[config.mk]
export PLATFORM = sky130hd
export DESIGN_NAME = multicycle_control_flat
export DESIGN_NICKNAME = d
export VERILOG_FILES = /design/src/rtl/multicycle_control_if.sv /design/src/rtl/multicycle_control.sv /design/src/flat_wrapper.sv
export SDC_FILE = /design/constraint.sdc
export NUM_CORES = 1
export LEC_CHECK = 0
export CAP_MARGIN = 20
export CORE_MARGIN = 2
export CORE_UTILIZATION = 47
export DETAILED_ROUTE_END_ITERATION = 6
export DONT_BUFFER_PORTS = 1
export GPL_TIMING_DRIVEN = 0
export SLEW_MARGIN = 10
export SYNTH_ARGS = -nofsm -noshare
export SYNTH_HDL_FRONTEND = slang
export SYNTH_SLANG_ARGS = --single-unit
[constraint.sdc]
create_clock -name clk -period 3.22 [get_ports clk]
set_clock_uncertainty 0.05 [all_clocks]
set_input_delay 0.322 -clock clk [delete_from_list [all_inputs] [get_ports clk]]
set_output_delay 0.322 -clock clk [all_outputs]
set_load 0.05 [all_outputs]
[src/rtl/multicycle_control_if.sv]
// rtl/multicycle_control_if.sv - control/datapath signal bundle for multicycle_control
interface multicycle_control_if;
    logic [5:0] opcode;
    logic       mem_ready;
    logic       PCWrite;
    logic       Branch;
    logic [1:0] PCSrc;
    logic       IorD;
    logic       MemToRead;
    logic       MemToWrite;
    logic       IRWrite;
    logic       RegDst;
    logic       MemToReg;
    logic       RegWrite;
    logic       ALUSrcA;
    logic [1:0] ALUSrcB;
    logic [1:0] ALUOp;
    logic       mem_timeout;
    logic [3:0] state;

    // Controller side: consumes opcode/mem_ready, drives all enables and selects.
    modport master (
        input  opcode, mem_ready,
        output PCWrite, Branch, PCSrc, IorD, MemToRead, MemToWrite, IRWrite,
               RegDst, MemToReg, RegWrite, ALUSrcA, ALUSrcB, ALUOp,
               mem_timeout, state
    );

    // Datapath side: supplies opcode/mem_ready, receives the controls.
    modport slave (
        output opcode, mem_ready,
        input  PCWrite, Branch, PCSrc, IorD, MemToRead, MemToWrite, IRWrite,
               RegDst, MemToReg, RegWrite, ALUSrcA, ALUSrcB, ALUOp,
               mem_timeout, state
    );
endinterface

[src/rtl/multicycle_control.sv]
// rtl/multicycle_control.sv - multi-cycle MIPS control FSM; ILLEGAL_TRAP_EN selects trapping on unknown opcodes
module multicycle_control #(
    parameter int MEM_TIMEOUT = 16
) (
    input  logic              clk,
    input  logic              reset,
    multicycle_control_if.master bus
);

    typedef enum logic [3:0] {
        S_FETCH   = 4'd0,
        S_DECODE  = 4'd1,
        S_MEMADR  = 4'd2,
        S_MEMRD   = 4'd3,
        S_MEMWB   = 4'd4,
        S_MEMWR   = 4'd5,
        S_RTYPEEX = 4'd6,
        S_RTYPEWB = 4'd7,
        S_BEQEX   = 4'd8,
        S_ADDIEX  = 4'd9,
        S_ADDIWB  = 4'd10,
        S_JEX     = 4'd11,
        S_TRAP    = 4'd12
    } state_t;

    localparam logic [5:0] OP_RTYPE = 6'b000000;
    localparam logic [5:0] OP_LW    = 6'b100011;
    localparam logic [5:0] OP_SW    = 6'b101011;
    localparam logic [5:0] OP_BEQ   = 6'b000100;
    localparam logic [5:0] OP_ADDI  = 6'b001000;
    localparam logic [5:0] OP_J     = 6'b000010;

    // A zero timeout disables the abort path entirely; the counter may then wrap harmlessly.
    localparam bit          TO_EN   = (MEM_TIMEOUT != 0);
    localparam logic [15:0] TO_LAST = 16'(MEM_TIMEOUT - 1);

    state_t      state_q, state_d;
    logic [15:0] cnt_q, cnt_d;
    logic        mem_state;
    logic        abort;

    // State register and memory-wait counter; reset drops straight back to FETCH.
    always_ff @(posedge clk or posedge reset) begin
        if (reset) begin
            state_q <= S_FETCH;
            cnt_q   <= 16'd0;
        end else begin
            state_q <= state_d;
            cnt_q   <= cnt_d;
        end
    end

    // Next-state sequencing, memory-wait abort and counter update.
    always_comb begin
        state_d   = state_q;
        abort     = 1'b0;
        mem_state = (state_q == S_FETCH) || (state_q == S_MEMRD) || (state_q == S_MEMWR);

        case (state_q)
            S_FETCH:   if (bus.mem_ready) state_d = S_DECODE;
            S_DECODE: begin
                case (bus.opcode)
                    OP_RTYPE:     state_d = S_RTYPEEX;
                    OP_LW, OP_SW: state_d = S_MEMADR;
                    OP_BEQ:       state_d = S_BEQEX;
                    OP_ADDI:      state_d = S_ADDIEX;
                    OP_J:         state_d = S_JEX;
`ifdef ILLEGAL_TRAP_EN
                    default:      state_d = S_TRAP;
`else
                    default:      state_d = S_FETCH;
`endif
                endcase
            end
            S_MEMADR:  state_d = (bus.opcode == OP_LW) ? S_MEMRD : S_MEMWR;
            S_MEMRD:   if (bus.mem_ready) state_d = S_MEMWB;
            S_MEMWB:   state_d = S_FETCH;
            S_MEMWR:   if (bus.mem_ready) state_d = S_FETCH;
            S_RTYPEEX: state_d = S_RTYPEWB;
            S_RTYPEWB: state_d = S_FETCH;
            S_BEQEX:   state_d = S_FETCH;
            S_ADDIEX:  state_d = S_ADDIWB;
            S_ADDIWB:  state_d = S_FETCH;
            S_JEX:     state_d = S_FETCH;
`ifdef ILLEGAL_TRAP_EN
            S_TRAP:    state_d = S_TRAP;
`else
            S_TRAP:    state_d = S_FETCH;
`endif
            default:   state_d = S_FETCH;
        endcase

        // Give up on a stuck access; an aborted MEMRD never reaches MEMWB, so no write happens.
        if (TO_EN && mem_state && !bus.mem_ready && (cnt_q == TO_LAST)) begin
            abort   = 1'b1;
            state_d = S_FETCH;
        end

        // Count consecutive wait cycles only while sitting in the same memory state.
        if (mem_state && !bus.mem_ready && (state_d == state_q)) begin
            cnt_d = cnt_q + 16'd1;
        end else begin
            cnt_d = 16'd0;
        end
    end

    logic       pc_write, branch, iord, mem_rd, mem_wr, ir_write;
    logic       reg_dst, mem_to_reg, reg_write, alu_src_a;
    logic [1:0] pc_src, alu_src_b, alu_op;

    // Moore decode of the state register; FETCH also gates the PC/IR loads with mem_ready.
    always_comb begin
        pc_write   = 1'b0;
        branch     = 1'b0;
        pc_src     = 2'b00;
        iord       = 1'b0;
        mem_rd     = 1'b0;
        mem_wr     = 1'b0;
        ir_write   = 1'b0;
        reg_dst    = 1'b0;
        mem_to_reg = 1'b0;
        reg_write  = 1'b0;
        alu_src_a  = 1'b0;
        alu_src_b  = 2'b00;
        alu_op     = 2'b00;
        case (state_q)
            S_FETCH: begin
                mem_rd    = 1'b1;
                alu_src_b = 2'b01;
                ir_write  = bus.mem_ready;
                pc_write  = bus.mem_ready;
            end
            S_DECODE:  alu_src_b = 2'b11;
            S_MEMADR: begin
                alu_src_a = 1'b1;
                alu_src_b = 2'b10;
            end
            S_MEMRD: begin
                iord   = 1'b1;
                mem_rd = 1'b1;
            end
            S_MEMWB: begin
                mem_to_reg = 1'b1;
                reg_write  = 1'b1;
            end
            S_MEMWR: begin
                iord   = 1'b1;
                mem_wr = 1'b1;
            end
            S_RTYPEEX: begin
                alu_src_a = 1'b1;
                alu_op    = 2'b10;
            end
            S_RTYPEWB: begin
                reg_dst   = 1'b1;
                reg_write = 1'b1;
            end
            S_BEQEX: begin
                alu_src_a = 1'b1;
                alu_op    = 2'b01;
                branch    = 1'b1;
                pc_src    = 2'b01;
            end
            S_ADDIEX: begin
                alu_src_a = 1'b1;
                alu_src_b = 2'b10;
            end
            S_ADDIWB:  reg_write = 1'b1;
            S_JEX: begin
                pc_src   = 2'b10;
                pc_write = 1'b1;
            end
            default: ;
        endcase
    end

    // Everything is held low while reset is asserted, including FETCH's read strobe.
    assign bus.PCWrite     = pc_write   & ~reset;
    assign bus.Branch      = branch     & ~reset;
    assign bus.PCSrc       = pc_src     & {2{~reset}};
    assign bus.IorD        = iord       & ~reset;
    assign bus.MemToRead   = mem_rd     & ~reset;
    assign bus.MemToWrite  = mem_wr     & ~reset;
    assign bus.IRWrite     = ir_write   & ~reset;
    assign bus.RegDst      = reg_dst    & ~reset;
    assign bus.MemToReg    = mem_to_reg & ~reset;
    assign bus.RegWrite    = reg_write  & ~reset;
    assign bus.ALUSrcA     = alu_src_a  & ~reset;
    assign bus.ALUSrcB     = alu_src_b  & {2{~reset}};
    assign bus.ALUOp       = alu_op     & {2{~reset}};
    assign bus.mem_timeout = abort      & ~reset;
    assign bus.state       = state_q    & {4{~reset}};

endmodule

[src/flat_wrapper.sv]
// flat-port wrapper written by rule: the top's interface ports become plain ports
module multicycle_control_flat 
#(
    parameter int MEM_TIMEOUT = 16
)
  (clk, reset, bus_opcode, bus_mem_ready, bus_PCWrite, bus_Branch, bus_PCSrc, bus_IorD, bus_MemToRead, bus_MemToWrite, bus_IRWrite, bus_RegDst, bus_MemToReg, bus_RegWrite, bus_ALUSrcA, bus_ALUSrcB, bus_ALUOp, bus_mem_timeout, bus_state);
  multicycle_control_if bus_i ();
  input  logic clk;
  input  logic reset;
  input wire logic [$bits(bus_i.opcode)-1:0] bus_opcode;
  input wire logic [$bits(bus_i.mem_ready)-1:0] bus_mem_ready;
  output wire logic [$bits(bus_i.PCWrite)-1:0] bus_PCWrite;
  output wire logic [$bits(bus_i.Branch)-1:0] bus_Branch;
  output wire logic [$bits(bus_i.PCSrc)-1:0] bus_PCSrc;
  output wire logic [$bits(bus_i.IorD)-1:0] bus_IorD;
  output wire logic [$bits(bus_i.MemToRead)-1:0] bus_MemToRead;
  output wire logic [$bits(bus_i.MemToWrite)-1:0] bus_MemToWrite;
  output wire logic [$bits(bus_i.IRWrite)-1:0] bus_IRWrite;
  output wire logic [$bits(bus_i.RegDst)-1:0] bus_RegDst;
  output wire logic [$bits(bus_i.MemToReg)-1:0] bus_MemToReg;
  output wire logic [$bits(bus_i.RegWrite)-1:0] bus_RegWrite;
  output wire logic [$bits(bus_i.ALUSrcA)-1:0] bus_ALUSrcA;
  output wire logic [$bits(bus_i.ALUSrcB)-1:0] bus_ALUSrcB;
  output wire logic [$bits(bus_i.ALUOp)-1:0] bus_ALUOp;
  output wire logic [$bits(bus_i.mem_timeout)-1:0] bus_mem_timeout;
  output wire logic [$bits(bus_i.state)-1:0] bus_state;
  assign bus_i.opcode = bus_opcode;
  assign bus_i.mem_ready = bus_mem_ready;
  assign bus_PCWrite = bus_i.PCWrite;
  assign bus_Branch = bus_i.Branch;
  assign bus_PCSrc = bus_i.PCSrc;
  assign bus_IorD = bus_i.IorD;
  assign bus_MemToRead = bus_i.MemToRead;
  assign bus_MemToWrite = bus_i.MemToWrite;
  assign bus_IRWrite = bus_i.IRWrite;
  assign bus_RegDst = bus_i.RegDst;
  assign bus_MemToReg = bus_i.MemToReg;
  assign bus_RegWrite = bus_i.RegWrite;
  assign bus_ALUSrcA = bus_i.ALUSrcA;
  assign bus_ALUSrcB = bus_i.ALUSrcB;
  assign bus_ALUOp = bus_i.ALUOp;
  assign bus_mem_timeout = bus_i.mem_timeout;
  assign bus_state = bus_i.state;
  multicycle_control #(.MEM_TIMEOUT(MEM_TIMEOUT)) u_core (.clk(clk), .reset(reset), .bus(bus_i));
endmodule
Placed standard cells:
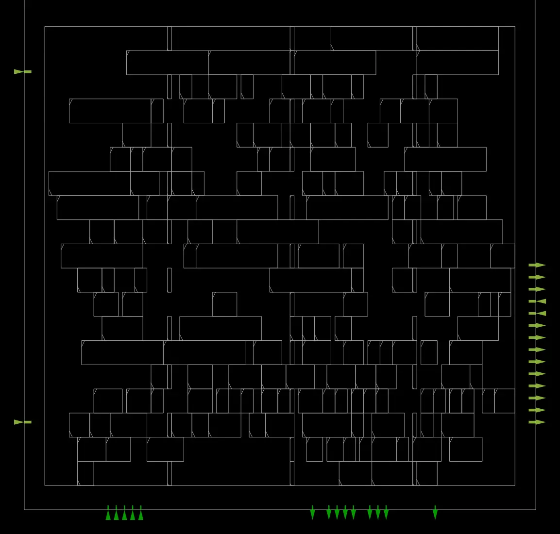
final non-filler cell total: 197
core box area: 2730 um^2
count of flip-flops and latches: 20
final standard cell utilization of the core: 54.7%
number of fill cells in the layout: 251

The metal 1 layer:
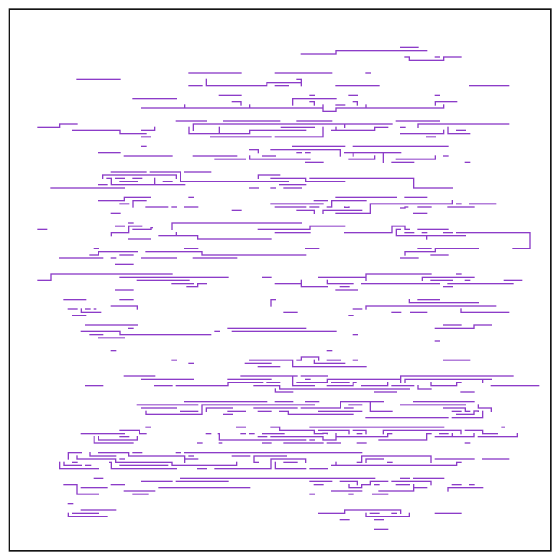
The layer holds 49% of the routed length. The longest straight run is 21.2 um. The wires run mostly horizontal.

Sequential cells colored by netlist name:
Other cells in gray.
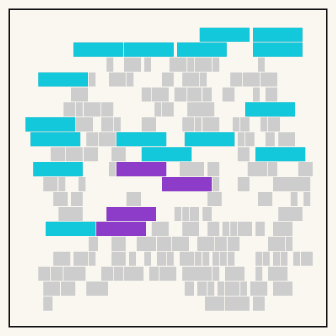
Key: u_core.state_q = purple [flops 4, where middle]; u_core.cnt_q = cyan [flops 16]

==> results.ini <==
[run_status]
outcome = complete, no violations

[final_layout]
layout.buffer.nonclock.area_share_pct = 3.77
layout_top_cells = sky130_fd_sc_hd__dfrtp_1 (20), sky130_fd_sc_hd__nor2_1 (18), sky130_fd_sc_hd__nand2_1 (14), sky130_fd_sc_hd__xor2_1 (9)
logic_gates = 124
layout.clock.cell_area_share_pct = 2.43
n_antenna_cell = 0
mostFrequentLayoutCell = sky130_fd_sc_hd__dfrtp_1
sh_seq_area_pct = 33.5
layout-drive-gt1-share_pct = 15.1
combinational_share_of_cell_area_pct = 56.0
layout.clock_buffers = 4
final_nets = 177
logic_area_um2 = 837
biggest_area_consumer_among_cell_classes = multi-input combinational cells
flop_area_um2 = 500
area_growth_syn_to_layout_pct = 11.0
signal_buffers = 12
inverters_excl_clock = 6

[hold_path]
hold_ep = u_core.state_q[0]$_DFF_PP0_
worstHoldPathType = in2reg
start_point_of_the_worst_hold_path = bus_opcode[5]
holdPathStages = 2

[sta]
achievable-frequency_mhz = 335
setup_viol = 0
fin_ws_ps = 238
finalClockPeriodUsage_pct = 92.6
timing.final.crit_period_ps = 2980
report.final.slew_viol_count = 0
finalSetupTns_ps = 0
slew_headroom_pct = 21.2
rsz_0062_raised_after_global_routing = no
hold_violations = 0
max_slew.worst_pin.slew_ps = 1180

[route]
topRoutingLayerUsed = met4
met2_length_mm = 1.35
drtIter0Drc = 60
routed-wl-met3_um = 143
avgRoutedWirePerCell_um = 14.9
routed_wl_mm = 2.94
drt_drc_violations_left = 0
drt-pass1-iter-count = 4
m1WireLength_mm = 1.43
num_vias = 1178
ant_nets = 0
route.detailed.vias_per_inst = 5.98

[power]
power.sequential.total_uw = 281
irDropWorstVdd_uv = 291
power_share_of_the_sequential_group_pct = 37.9
pwr-share-comb_pct = 42.7
pg_clk_uw = 144
cellInternalPower_uw = 421
netSwitchingPower_uw = 319
top_power_group = combinational cells
comb-power_uw = 316
netSwitchingFraction_pct = 43.1
pwr_density_cell_nw_per_um2 = 495
cellLeakagePower_uw = 0.000601
clockPowerShare_pct = 19.4

[run]
tool_warnings = 26
drv_cap = 0

[synthesis]
synth.yosys.seq_area_share_pct = 37.1
ys_dominant_reg_cell = sky130_fd_sc_hd__dfrtp_1
mappedNetlistNets = 171
synth_flops = 20
yosys-top-cells-count = sky130_fd_sc_hd__dfrtp_1 (20), sky130_fd_sc_hd__nor2_1 (18), sky130_fd_sc_hd__nand2_1 (14), sky130_fd_sc_hd__xor2_1 (9)
netlist.area_leader.share_pct = 37.1
syn_area_per_cell_um2 = 8.37
most_common_cell = sky130_fd_sc_hd__dfrtp_1
yosys_area_um2 = 1350
post_synthesis_cell_count = 161
ys_warn_count = 0
yosys_instances = 161
synth-edff-count = 0
yosys.cell_types.count = 42
synth_async_sr_flop_share_pct = 100
largest_area_contributor_in_the_netlist = sky130_fd_sc_hd__dfrtp_1
syn_area_um2 = 1350
area_leaders = sky130_fd_sc_hd__dfrtp_1 (37%), sky130_fd_sc_hd__xor2_1 (5.8%), sky130_fd_sc_hd__nor2_1 (5.0%)

[die]
floorplan.io_pins = 30
fp-row-count = 19
tapcell.inserted = 31
floorplan.die_area_um2 = 3310
die_w_um = 57.5
floorplan.initialDensity_pct = 49.3
die_height_um = 57.5

[critical_path]
r2r.worst_path.cells = 4
max_stage_delay_cell_worst_path = sky130_fd_sc_hd__nor2_1
cp_data_required_time_ps = 2850
critical_path.reg2reg.startpoint = u_core.state_q[2]$_DFF_PP0_
cp_cell_sequence = buf_4, clkbuf_1, nand2_1, nor2_1, or2_2
critical_path.top_delay_family = simple AND/OR/NAND/NOR gates
worst_setup_path_startpoint = u_core.state_q[0]$_DFF_PP0_
cp.depth = 5
crit_path_max_incr_delay_ps = 750
worst_setup_path_start_kind = flip-flop
setup.worst_path.end_class = output port
setup.reg_to_reg.worst_slack_ps = 1090
worstSetupPathType = reg2out
critical_path.max_fanout = 10
worst-endpoint-arrival_ps = 2610
worstSetupEndpoint = bus_PCWrite
crit_buf_inv = 2
reg2reg_to = u_core.state_q[0]$_DFF_PP0_

[clock_tree]
clk_latency_ps = 300
htree_num_levels = 1
post_cts_resized = 1
cts_buffer_depth = 2
tritoncts.num_buffers = 3
holdBufCountCts = 0
numClockSinks = 20
clk_transition_reported_paths_ps = 110
tritoncts = yes
post-cts-setup-buffers = 0
clock_tree.root_cell = sky130_fd_sc_hd__clkbuf_4

[place]
globalplace.congestion = 0.841
dpl.cell_count = 193
place_worst_setup_slack_ps = 72.8
portBuffers = 0
dp_hpwl_mm = 2.24

[grt]
grt_first_pass_wirelength_mm = 4.93
track_usage_pct = 18.8
vias_in_the_first_global_route = 1096
global_route.usage.met2_pct = 28.7
global_route.usage.met1_pct = 27.5
antenna_found_initial = 0
grt_start_max_net_pins = 23
global_route.overflow_total = 0
grt_util_met3_pct = 3.63
top_usage_layer = met2

Signal wires on met2:
Cells faint in the background.
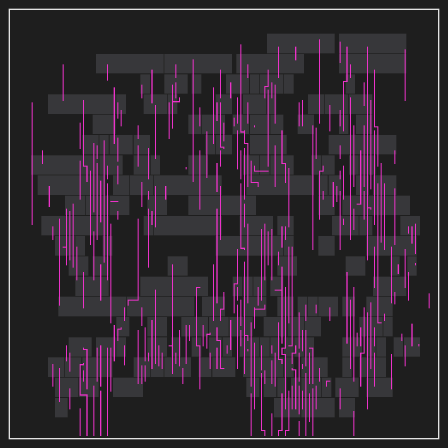
The layer carries 1350 um of wire. The longest straight run is 28.6 um. The layer holds 46% of the routed length. The wires run mostly vertical. 156 nets have wire on it.

Cell density map:
12 x 12 tiles, from white (low) to dark blue (high), 0 to 100% covered.
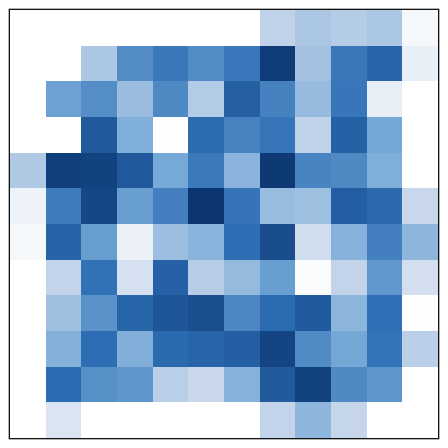
The fullest tile reaches 98%. 21% of the tiles are nearly empty. The mean over all tiles is 44%. The emptiest ninth of the die: top left. 22% of the tiles are over 75% full. The densest ninth of the die: middle.

-- cells by family (layout without fill, tap and decap cells) --
kind of cell | count (synthesis) | in the layout | synth area share [%]
compound gates | 27 | 27 | 13.3
xor+xnor | 15 | 15 | 9.75
fa+ha+maj | 1 | 1 | 0.928
buf+inv | 17 | 22 | 5.29
flops | 20 | 20 | 37.1
mux | 1 | 1 | 0.743
simple gates | 80 | 80 | 32.9
-- sequential cells by signal, indices dropped and copies added, names as in the netlist --
signal / cells
u_core.cnt_q: 16
u_core.state_q: 4
-- per-stage QoR --
step,utilization (%),cell area (um^2),total power (uW),hold WS (ps)
2_1_floorplan,-,1350,540,382
3_3_place_gp,50.9,1390,582,398
3_5_place_dp,52.9,1450,599,407
4_1_cts,54.3,1490,744,145
5_1_grt,54.7,1500,784,140
6_report,54.7,1500,741,155
Power figures rest on the tool's default switching activity, not on a simulated workload.
